### src/rtl/sample_serializer_pkg.sv
// Shared types and constants for the sample serializer: FSM encoding, frame geometry,
// parameter defaults and the saturating absolute-value helper used by the peak meter.
package sample_serializer_pkg;

    localparam int SAMPLE_W       = 16;
    localparam int BITS_PER_FRAME = 32;
    localparam int BITS_PER_CH    = BITS_PER_FRAME / 2;
    localparam int BIT_CNT_W      = $clog2(BITS_PER_FRAME);

    localparam int FRAME_DIV_DEF  = 2083;
    localparam int BCLK_DIV_DEF   = 16;

    localparam logic [BIT_CNT_W-1:0] LAST_L_BIT = BIT_CNT_W'(BITS_PER_CH - 1);
    localparam logic [BIT_CNT_W-1:0] LAST_R_BIT = BIT_CNT_W'(BITS_PER_FRAME - 1);

    typedef enum logic [1:0] {
        IDLE    = 2'd0,
        LOAD    = 2'd1,
        SHIFT_L = 2'd2,
        SHIFT_R = 2'd3
    } ser_state_e;

    // Most negative sample has no positive twin; clamp it to full scale.
    function automatic logic [SAMPLE_W-1:0] abs_sat(input logic [SAMPLE_W-1:0] s);
        if (!s[SAMPLE_W-1])
            return s;
        if (s == {1'b1, {(SAMPLE_W-1){1'b0}}})
            return {1'b0, {(SAMPLE_W-1){1'b1}}};
        return -s;
    endfunction

endpackage

### src/rtl/sample_serializer_bit_clk_gen.sv
// bit_clk divider and falling-edge bit counter; idles low and cleared whenever en is 0.
// rise/fall are one-cycle strobes marking the clk edge on which bit_clk will toggle.
module bit_clk_gen
    import sample_serializer_pkg::*;
#(
    parameter int BCLK_DIV = BCLK_DIV_DEF
) (
    input  logic                 clk,
    input  logic                 reset,
    input  logic                 en,
    output logic                 bit_clk,
    output logic                 rise,
    output logic                 fall,
    output logic [BIT_CNT_W-1:0] bit_cnt
);

    localparam int               DIV_W    = (BCLK_DIV > 1) ? $clog2(BCLK_DIV) : 1;
    localparam logic [DIV_W-1:0] DIV_LAST = DIV_W'(BCLK_DIV - 1);

    logic [DIV_W-1:0] div_cnt;
    logic             tick;

    assign tick = en && (div_cnt == DIV_LAST);
    assign rise = tick && !bit_clk;
    assign fall = tick && bit_clk;

    always_ff @(posedge clk or negedge reset) begin
        if (!reset) begin
            div_cnt <= '0;
            bit_clk <= 1'b0;
            bit_cnt <= '0;
        end else if (!en) begin
            div_cnt <= '0;
            bit_clk <= 1'b0;
            bit_cnt <= '0;
        end else begin
            div_cnt <= tick ? '0 : div_cnt + 1'b1;
            if (tick)
                bit_clk <= ~bit_clk;
            if (fall)
                bit_cnt <= bit_cnt + 1'b1;
        end
    end

endmodule

### src/rtl/sample_serializer.sv
// Frame-rate sample serializer: one captured sample sent MSB first as left then right.
// Define SAMPLE_SERIALIZER_PEAK_EN to build the peak-magnitude meter; otherwise peak is 0.
module sample_serializer
    import sample_serializer_pkg::*;
#(
    parameter int FRAME_DIV = FRAME_DIV_DEF,
    parameter int BCLK_DIV  = BCLK_DIV_DEF
) (
    input  logic                clk,
    input  logic                reset,
    input  logic                enable,
    input  logic [SAMPLE_W-1:0] sample_in,
    output logic                new_frame,
    output logic                bit_clk,
    output logic                lrclk,
    output logic                sdata,
    input  logic                peak_clear,
    output logic [SAMPLE_W-1:0] peak
);

    if (2 * BITS_PER_FRAME * BCLK_DIV + 2 > FRAME_DIV) begin : g_cfg_check
        $error("sample_serializer: frame too short for 32 bits at this BCLK_DIV");
    end

    localparam int               CNT_W    = $clog2(FRAME_DIV);
    localparam logic [CNT_W-1:0] CNT_LAST = CNT_W'(FRAME_DIV - 1);

    logic [CNT_W-1:0]     frame_cnt, frame_cnt_nxt;
    ser_state_e           state;
    logic [SAMPLE_W-1:0]  shreg;
    logic                 shifting, bclk_rise, bclk_fall;
    logic [BIT_CNT_W-1:0] bit_cnt;

    // Counter parks at 0 while disabled so a re-enable always starts a full frame.
    always_comb begin
        frame_cnt_nxt = '0;
        if (enable && frame_cnt != CNT_LAST)
            frame_cnt_nxt = frame_cnt + 1'b1;
    end

    always_ff @(posedge clk or negedge reset) begin
        if (!reset) begin
            frame_cnt <= '0;
            new_frame <= 1'b0;
        end else begin
            frame_cnt <= frame_cnt_nxt;
            new_frame <= (frame_cnt_nxt == CNT_LAST);
        end
    end

    assign shifting = (state == SHIFT_L) || (state == SHIFT_R);

    bit_clk_gen #(.BCLK_DIV(BCLK_DIV)) u_bit_clk_gen (
        .clk     (clk),
        .reset   (reset),
        .en      (shifting),
        .bit_clk (bit_clk),
        .rise    (bclk_rise),
        .fall    (bclk_fall),
        .bit_cnt (bit_cnt)
    );

    // shreg rotates once per sampled bit, so after 16 bits the MSB is back on top
    // for the right channel without reloading.
    always_ff @(posedge clk or negedge reset) begin
        if (!reset) begin
            state <= IDLE;
            shreg <= '0;
            lrclk <= 1'b0;
            sdata <= 1'b0;
        end else begin
            case (state)
                IDLE: begin
                    if (new_frame)
                        state <= LOAD;
                end
                LOAD: begin
                    shreg <= sample_in;
                    sdata <= sample_in[SAMPLE_W-1];
                    state <= SHIFT_L;
                end
                SHIFT_L, SHIFT_R: begin
                    if (bclk_rise)
                        shreg <= {shreg[SAMPLE_W-2:0], shreg[SAMPLE_W-1]};
                    if (bclk_fall) begin
                        sdata <= shreg[SAMPLE_W-1];
                        if (state == SHIFT_L && bit_cnt == LAST_L_BIT) begin
                            state <= SHIFT_R;
                            lrclk <= 1'b1;
                        end else if (bit_cnt == LAST_R_BIT) begin
                            state <= IDLE;
                            lrclk <= 1'b0;
                            sdata <= 1'b0;
                        end
                    end
                end
                default: state <= IDLE;
            endcase
        end
    end

`ifdef SAMPLE_SERIALIZER_PEAK_EN
    logic [SAMPLE_W-1:0] peak_base, sample_abs;

    always_comb begin
        peak_base  = peak_clear ? '0 : peak;
        sample_abs = abs_sat(sample_in);
    end

    always_ff @(posedge clk or negedge reset) begin
        if (!reset)
            peak <= '0;
        else if (state == LOAD)
            peak <= (sample_abs > peak_base) ? sample_abs : peak_base;
        else if (peak_clear)
            peak <= '0;
    end
`else
    logic unused_peak_clear;
    assign unused_peak_clear = peak_clear;
    assign peak              = '0;
`endif

endmodule

### config.mk
export PLATFORM = sky130hd
export DESIGN_NAME = sample_serializer
export DESIGN_NICKNAME = d
export VERILOG_FILES = /design/src/rtl/sample_serializer_pkg.sv /design/src/rtl/sample_serializer_bit_clk_gen.sv /design/src/rtl/sample_serializer.sv
export SDC_FILE = /design/constraint.sdc
export NUM_CORES = 1
export LEC_CHECK = 0
export ABC_AREA = 1
export CAP_MARGIN = 0
export CORE_AREA = 4 4 51 98
export CTS_CLUSTER_DIAMETER = 30
export DETAILED_ROUTE_END_ITERATION = 8
export DIE_AREA = 0 0 55 102
export GPL_TIMING_DRIVEN = 1
export MAX_ROUTING_LAYER = met4
export PLACE_DENSITY = 0.82
export SLEW_MARGIN = 40
export SYNTH_ARGS = -nofsm -noshare
export SYNTH_HDL_FRONTEND = slang
export SYNTH_SLANG_ARGS = --single-unit
### constraint.sdc
create_clock -name clk -period 2.3 [get_ports clk]
set_input_delay 0.46 -clock clk [delete_from_list [all_inputs] [get_ports clk]]
set_output_delay 0.46 -clock clk [all_outputs]
set_load 0.05 [all_outputs]
==> metrics.log <==
[flow] final metrics
INFO  metric slew_headroom = 65.8%
INFO  metric rsz0062_at_grt = no
INFO  metric syn2layout_area_growth = 12.6%
INFO  metric met1_length = 1.61 mm
INFO  metric ys_seq_share = a little under half
INFO  metric pwr-share-seq = 54.4%
INFO  metric ctsLongestPathBuffers = 2
INFO  metric place.detailed.hpwl = 3.42 mm
INFO  metric finalHoldWorstSlack = 123 ps
INFO  metric met3WireLength = around 190 um
INFO  metric ir_drop = approximately 0.57 mV
INFO  metric drv_slew = 0
INFO  metric swShare = 23.6%
INFO  metric syn_area_per_cell = between 7 and 8 um2
INFO  metric cts_resized = 0
INFO  metric wl = 4.41 mm
INFO  metric die_height = roughly 100 um
INFO  metric number_of_non_filler_instances_in_the_completed_layout = 371
INFO  metric fin_tns_setup = 0 ps
INFO  metric largest_net_degree_at_the_start_of_global_routing = 33
INFO  metric share_of_layout_cells_above_drive_strength_1 = approximately a tenth
INFO  metric worst_setup_hold_path_clk_slew = ~80 ps
INFO  metric io_buffer_count = 22
INFO  metric detail_route.wl_per_cell = 11.9 um
INFO  metric status = finished, final reports clean
INFO  metric placed_area = about 0.0025 mm2
INFO  metric cts_made_buffers = 5
INFO  metric cp_max_fo = 3
INFO  metric preCtsSetupSlack = 602 ps
INFO  metric cts-root-buf = sky130_fd_sc_hd__clkbuf_8
INFO  metric critPathMaxStageDelay = 820 ps
INFO  metric postSynthCellCount = 294
INFO  metric dr_wl_met2 = 2.45 mm
path summary, 6_finish.rpt:
| kind | startpoint | slack [ps] | cells after the start | endpoint |
|---|---|---|---|---|
| worst max-delay path | u_bit_clk_gen.bit_clk$_DFFE_PN0P_ | 340 | 1 | bit_clk |
| worst min-delay path | reset | 120 | 1 | frame_cnt[8]$_DFF_PN0_ |
| worst max register to register | u_bit_clk_gen.div_cnt[0]$_DFF_PN0_ | 610 | 7 | shreg[11]$_DFFE_PN0P_ |
| worst min register to register | u_bit_clk_gen.div_cnt[0]$_DFF_PN0_ | 480 | 1 | u_bit_clk_gen.div_cnt[0]$_DFF_PN0_ |
| max in group asynchronous | reset | 1690 | 2 | shreg[0]$_DFFE_PN0P_ |
| min in group clk | u_bit_clk_gen.div_cnt[0]$_DFF_PN0_ | 480 | 1 | u_bit_clk_gen.div_cnt[0]$_DFF_PN0_ |
synthesized netlist by cell type:
master,number,area share (%)
sky130_fd_sc_hd__nand2_1,66,11
sky130_fd_sc_hd__dfrtp_1,43,46
sky130_fd_sc_hd__nor2_1,40,6.4
sky130_fd_sc_hd__inv_1,33,5.3
sky130_fd_sc_hd__buf_4,19,6.1
sky130_fd_sc_hd__nand3_1,15,3.2
sky130_fd_sc_hd__a31oi_1,12,3.2
sky130_fd_sc_hd__o21ai_0,11,2.3
sky130_fd_sc_hd__a21oi_1,10,2.1
sky130_fd_sc_hd__ha_1,6,3.2
sky130_fd_sc_hd__nand2_2,6,1.6
sky130_fd_sc_hd__nor2_2,4,1.1
sky130_fd_sc_hd__o211ai_1,4,1.3
sky130_fd_sc_hd__clkbuf_1,3,0.48
sky130_fd_sc_hd__nand3_2,3,1.3
sky130_fd_sc_hd__xor2_1,3,1.1
sky130_fd_sc_hd__nand4_1,2,0.53
sky130_fd_sc_hd__o22ai_1,2,0.53
sky130_fd_sc_hd__or2_2,2,0.53
sky130_fd_sc_hd__a21oi_2,1,0.37
sky130_fd_sc_hd__a21oi_4,1,0.69
sky130_fd_sc_hd__a22o_1,1,0.37
sky130_fd_sc_hd__buf_2,1,0.21
sky130_fd_sc_hd__buf_6,1,0.48
sky130_fd_sc_hd__conb_1,1,0.16
sky130_fd_sc_hd__inv_2,1,0.16
sky130_fd_sc_hd__inv_4,1,0.27
sky130_fd_sc_hd__nor2_4,1,0.48
sky130_fd_sc_hd__o21bai_1,1,0.32
cells by family (layout without fill, tap and decap cells):
| group | Yosys count | count (layout) | share of synthesized area (%) |
|---|---|---|---|
| and+or+nand+nor | 139 | 139 | 25.6 |
| buffers and inverters | 59 | 67 | 12.9 |
| AOI/OAI and AO/OA | 43 | 43 | 11.2 |
| DFF | 43 | 43 | 45.8 |
| adders and majority gates | 6 | 6 | 3.19 |
| xor gates and xnor gates | 3 | 3 | 1.12 |
| other | 1 | 16 | 0.160 |
cell type report:
cell class | instances | area (um2)
flip-flops and latches | 43 | 1080
multi-input cells | 207 | 1030
clock buffers | 8 | 100
repair buffers | 24 | 243
inverters | 35 | 134
well taps | 54 | 67.6
fillers | 394 | 1650
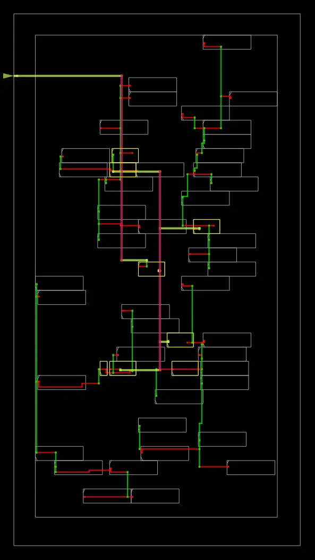
Fig. 1. Clock routing.
Clock buffer cells: 8
flip-flops: 43
power drawn by the clock network: 0.506 mW
clock skew: 7.16 ps
clock sink count: 43

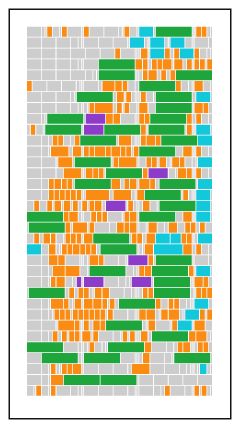
Fig. 2. Cell classes on the final placement.
(4 px per um) Fill, decap, tap and diode cells in gray.
Key: other buffers and delay cells = cyan [cells 24]; combinational and other logic = orange [cells 242]; clock drivers and dummy loads = purple [cells 8]; flops = green [cells 43]
register share of the cell area: 40.6%
total core area: 0.00430 mm2
final design utilization: 61.6%
row count: 34
summed area of non-filler cells in the final layout: 0.00265 mm2

Power is estimated from default activity; no workload was simulated.
